==> config.mk <==
export PLATFORM = sky130hd
export DESIGN_NAME = cic_capture_arbiter_flat
export DESIGN_NICKNAME = d
export VERILOG_FILES = /design/src/rtl/cic_pkg.sv /design/src/rtl/cic_capture_arbiter_if.sv /design/src/rtl/cic_sample_fifo.sv /design/src/rtl/cic_capture_arbiter.sv /design/src/flat_wrapper.sv
export SDC_FILE = /design/constraint.sdc
export NUM_CORES = 1
export LEC_CHECK = 0
export CORE_MARGIN = 2
export CORE_UTILIZATION = 45
export DETAILED_ROUTE_END_ITERATION = 10
export SYNTH_ARGS = -nofsm -noshare
export SYNTH_HDL_FRONTEND = slang
export SYNTH_SLANG_ARGS = --single-unit
==> constraint.sdc <==
create_clock -name clk -period 8.3 [get_ports clk]
set_clock_uncertainty 0.15 [all_clocks]
set_input_delay 1.245 -clock clk [delete_from_list [all_inputs] [get_ports clk]]
set_output_delay 1.245 -clock clk [all_outputs]
set_load 0.005 [all_outputs]
Fig. 1: run 1, cell classes on the final placement
Scale bar: 100 um.
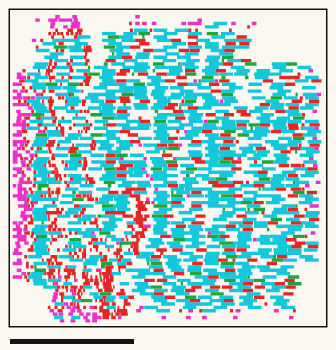
Key: registers = cyan [cells 700, share of their area 64%]; clock drivers and dummy loads = green [cells 128, share of their area 6.9%]; remaining buffers and delay cells = magenta [cells 211, share of their area 6.3%]; remaining logic cells = red [cells 716, share of their area 22%]
cell row count: 91
Core Region: 0.0618 mm^2
final core occ: 53.8%
final instance area: 0.0333 mm^2

Fig. 2: run 1, port wiring
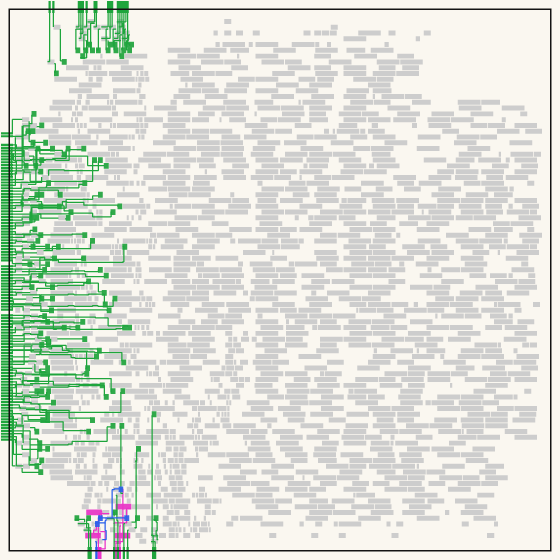
Key: bus_ch_data = green [bits 128, direction input, end cells 128, buffers 128, wire 3450 um]; bus_overrun = magenta [bits 4, direction output, end cells 4, buffers 4, wire 115 um]; bus_clear_ovr = blue [bits 1, direction input, end cells 4, buffers 1, wire 51.9 um]
Port Buffers: 180
I/O pins: 181

Fig. 3: run 1, routed metal per tile
Scale bar: 100 um. The die is cut into 25 by 25 equal tiles; dark purple is low, yellow is high, scaled to the fullest tile. Values are wire area over tile area, all layers added.
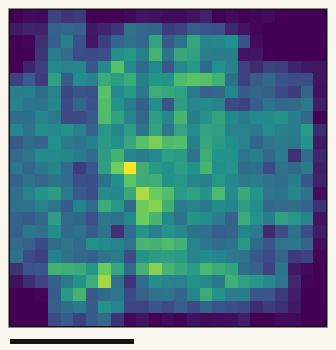
9.0% of the tiles are nearly empty. The fullest tile reaches 0.44. The emptiest ninth of the die: top right. 22% of the tiles are over half the peak. The mean over all tiles is 0.15. The densest ninth of the die: middle.
WL/cell: 24.0 um
via count: 14.1k

==> impl_metrics.toml, run 1 <==
# flow metrics
[layout]
dominant_cells = "sequential cells"
fillers = 4861
comb_cells = 644
num-nonclk-buffers = 211
clk_share_pct = 6.65
nNetsFinal = 1849
layout-drive-gt1-share_pct = 18.5
largest_register_ffs = 544
comb_share_pct = 20.9
final_cell_mix = "edfxtp_1 (672), clkdlybuf4s50_1 (179), mux4_2 (170)"
ff_count = 700
antenna_cells = 5
area_growth_pct = 18.0
nClkBuffers = 92
lay_top_count = "edfxtp_1"
comb_area_mm2 = 0.00694
inverters = 72
buf_share_pct = 6.11

[worst_hold_path]
worstHoldPathCells = 2
hold_class = "reg2reg"

[worst_setup_path]
cp_max_fo = 47
path_cells = "buf_4, mux4_2, mux4_2, and2_1, clkdlybuf4s50_1"
worst_setup_path_end_kind = "output pin"
crit_buf_inv = 2
path_class = "reg2out"
crit_cells = 5
cp_top_family = "buffers and inverters"
r2r_cells = 6
cp.required_ps = 6900
start_kind = "flop"
max_stage_delay_ps = 820
crit_top_cell = "mux4_2"
cp.arrival_ps = 3960
critical-path-slowest-cell = "buf_4"

[timing]
relSlewSlack_pct = 16.9
final.setup.tns_ps = 0
fmax_ghz = 0.187
timing.final.crit_share_pct = 64.5
rsz0062_at_grt = "false"
tightest_slew_ps = 1240
hold_violations = 0
min_period_ps = 5350
setup_violations = 0
maxSlewViolCount = 0

[yosys]
simple_gate_share_pct = 6.63
postSynthSeqShare_pct = 73.6
syn-mean-instance-area_um2 = 18.7
largest_area_cell = "edfxtp_1"
ys_sh_adder_pct = 0.488
edf_count = 672
ff_type = "edfxtp_1"
ys_ff = 700
yosys.cell_count.top_type = "edfxtp_1"
yosysWarningCount = 0
synthesis.area_mm2 = 0.0282
top_area_share_pct = 71.6
synth_nets = 1652
ys_sh_xor_pct = 0.342
top_cells_by_area = "edfxtp_1 (72%), mux4_2 (14%), nor2b_1 (2.8%)"
synth-area-yosys_mm2 = 0.0282
ys_cells = 1504
netlist_instances = 1504
ys_sh_aoi_pct = 2.93

[cts]
clock-sinks = 700
ctsHoldBuffers = 0
clockBufferDepth = 3
clk_pin_slew_ps = 60
cts_setup_buffers = 0
cts-root-buf = "clkbuf_16"
cts_max_level = 3
cts_resized = 0
cts_buffers = 72

[global_route]
grt_max_degree = 125
grt_pass1_wl_um = 92400
grt_pass1_vias = 14700
antenna_found_initial = 0
grt_usage_pct = 19.8
gr-total-overflow = 0

[run]
warnings = 39
cap_violations = 0

[routing]
route.detailed.drc = 0
ant_nets = 0
routed_via_density = 5.42
wl_um = 62300
dr.pass1.iters = 5

[placed_design]
placed_cell_area_mm2 = 0.0310
dp_slack_ps = 3470
gp_congestion = 0.735
dp_hpwl_um = 35000

[floorplanning]
fp.dieH_um = 254
taps = 837
die_w_um = 254
fp_util_pct = 45.6

[power_and_ir_drop]
ir_worst_vdd_v = 0.000166
power_density_mw_per_mm2 = 349

[outcome]
status = "completed"
==> run 1: stage by stage <==
stage,power (uW),std cells,util (%),hold WS [ps]
after floorplan,7320,1504,-,316
after global placement,8580,2464,50.2,318
after detailed placement,8680,2464,50.2,317
after CTS,11700,2592,53.8,328
after global routing,12200,2592,53.8,354
final,11600,2597,53.8,323
==> run 1: routing by layer <==
| layer | global-route usage [%] | wire length (um) | vias up |
|---|---|---|---|
| li1 | - | - | 6271 |
| met1 | 27.5 | 27200 | 7288 |
| met2 | 32.5 | 30300 | 423 |
| met3 | 3.29 | 3510 | 86 |
| met4 | 6.05 | 1320 | 0 |
| met5 | 0 | 0 | - |
==> run 1: power breakdown <==
group / internal [uW] / switching (uW) / total, uW
registers: 5040 / 158 / 5200
logic: 1370 / 1970 / 3350
clock network: 1750 / 1310 / 3060
Fig. 4: run 1, track usage over the die
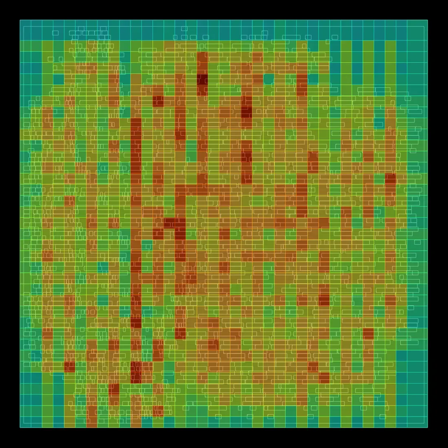

==> run 1 -> run 2 <==
- PLACE_DENSITY: not set -> 0.66
- clock period: 8.3 -> 4.4 ns (I/O delays scaled with it)
Fig. 5: run 2, track usage over the die
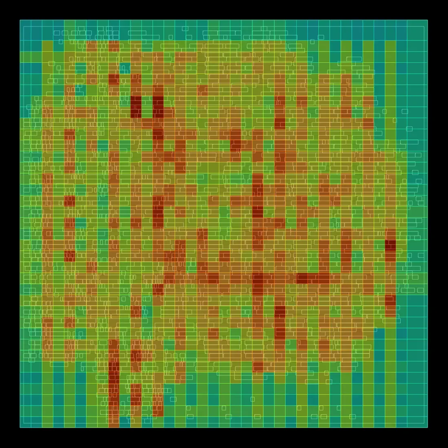
Tot GR Track Use: 19.5%
WL/cell: 23.7 um
final core occ: 54.2%
most used routing layer: met2
met2 Use GR: 31.7%

==> impl_metrics.toml, run 2 <==
# flow metrics
[outcome]
status = "completed"

[timing]
rsz0062_at_grt = "false"
tightest_slew_ps = 941
hold_violations = 0
min_period_ps = 4140
relSlewSlack_pct = 37.3
timing.hold.ws_ps = 329
maxSlewViolCount = 0
timing.final.crit_share_pct = 94.0

[yosys]
yosysWarningCount = 0
ys_cells = 1504
netlist_instances = 1504
postSynthSeqShare_pct = 73.6
yosys.cell_count.top_type = "edfxtp_1"
synth-area-yosys_mm2 = 0.0282
syn-mean-instance-area_um2 = 18.7
largest_area_cell = "edfxtp_1"
top_area_share_pct = 71.6
edf_count = 672
synth_nets = 1652

[global_route]
grt_pass1_vias = 14800
use_met3_pct = 3.38
antenna_found_initial = 0
grtUsageMet1_pct = 27.6
grt_max_degree = 148
gr-total-overflow = 0
grt_pass1_wl_um = 91300

[placed_design]
dp.cells = 2474
gp_congestion = 0.762
dp_hpwl_um = 35700
placed_cell_area_mm2 = 0.0313
dp_slack_ps = 816

[layout]
antenna_cells = 0
inverters = 72
comb_cells = 644
comb_share_pct = 20.8
layout-drive-gt1-share_pct = 18.8
largest_register_ffs = 544
dominant_cells = "sequential cells"
fillers = 4740
comb_area_mm2 = 0.00697
final_cells = 2606
lay_top_count = "edfxtp_1"
buf_share_pct = 6.70
nNetsFinal = 1859
final_cell_mix = "edfxtp_1 (672), clkdlybuf4s50_1 (179), mux4_2 (170)"
clk_share_pct = 6.66
ff_count = 700
nClkBuffers = 95
num-nonclk-buffers = 221

[power_and_ir_drop]
power_uw = 22000
ir_worst_vdd_v = 0.000445
power_density_mw_per_mm2 = 657

[cts]
cts_setup_buffers = 0
ctsHoldBuffers = 0
cts_max_level = 3
cts_resized = 0
clock-sinks = 700
cts-root-buf = "clkbuf_16"
clk_pin_slew_ps = 60

[floorplanning]
die_w_um = 254
fp.dieH_um = 254
fp_util_pct = 45.6
coreArea_mm2 = 0.0618
num_rows = 91
taps = 837

[routing]
dr.pass1.iters = 5
wl_met1_um = 26100
vias = 14200
route.detailed.drc = 0
routed_via_density = 5.46
wl_um = 61700
top_layer = "met4"
met3_wirelength_um = 4220

[worst_setup_path]
cp_max_fo = 38
worst_setup_path_end_kind = "output pin"
cp.arrival_ps = 3330
cp.required_ps = 3590

[worst_hold_path]
hold_class = "reg2reg"

[run]
warnings = 35
cap_violations = 0
Fig. 6: run 2, cell classes on the final placement
Scale bar: 100 um.
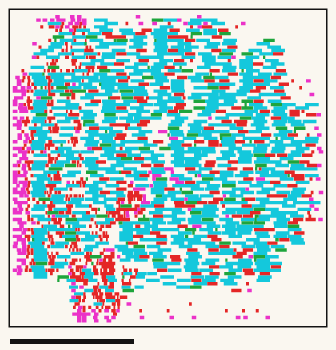
Key: registers = cyan [cells 700, share of their area 64%]; remaining logic cells = red [cells 716, share of their area 22%]; remaining buffers and delay cells = magenta [cells 221, share of their area 6.9%]; clock drivers and dummy loads = green [cells 132, share of their area 6.9%]
Seq/total area: 61.9%
final instance area: 0.0335 mm^2

[run 2: cell counts after synthesis]
No cell type changed its count.
[run 2: kinds of logic after synthesis]
family,synth area share (%)
muxes,13.8
DFF,73.6
buffers and inverters,2.19
and+or+nand+nor,6.63
AOI/OAI and AO/OA,2.93
adders and majority gates,0.488
xor gates and xnor gates,0.342
[run 2: critical path, cell delays in order (launching register included)]
cell and delay [ps]:
dfxtp_4 640, buf_12 340, mux4_2 580, mux4_2 500, and2_1 170, clkdlybuf4s50_1 430
[run 2: where the power goes]
part	leakage, uW	total (uW)	switching [uW]	internal (uW)
Combinational	0.00326	6470	3790	2680
Clock	0.00109	5740	2420	3320
Sequential	0.00646	9800	285	9520
Power figures rest on the tool's default switching activity, not on a simulated workload.
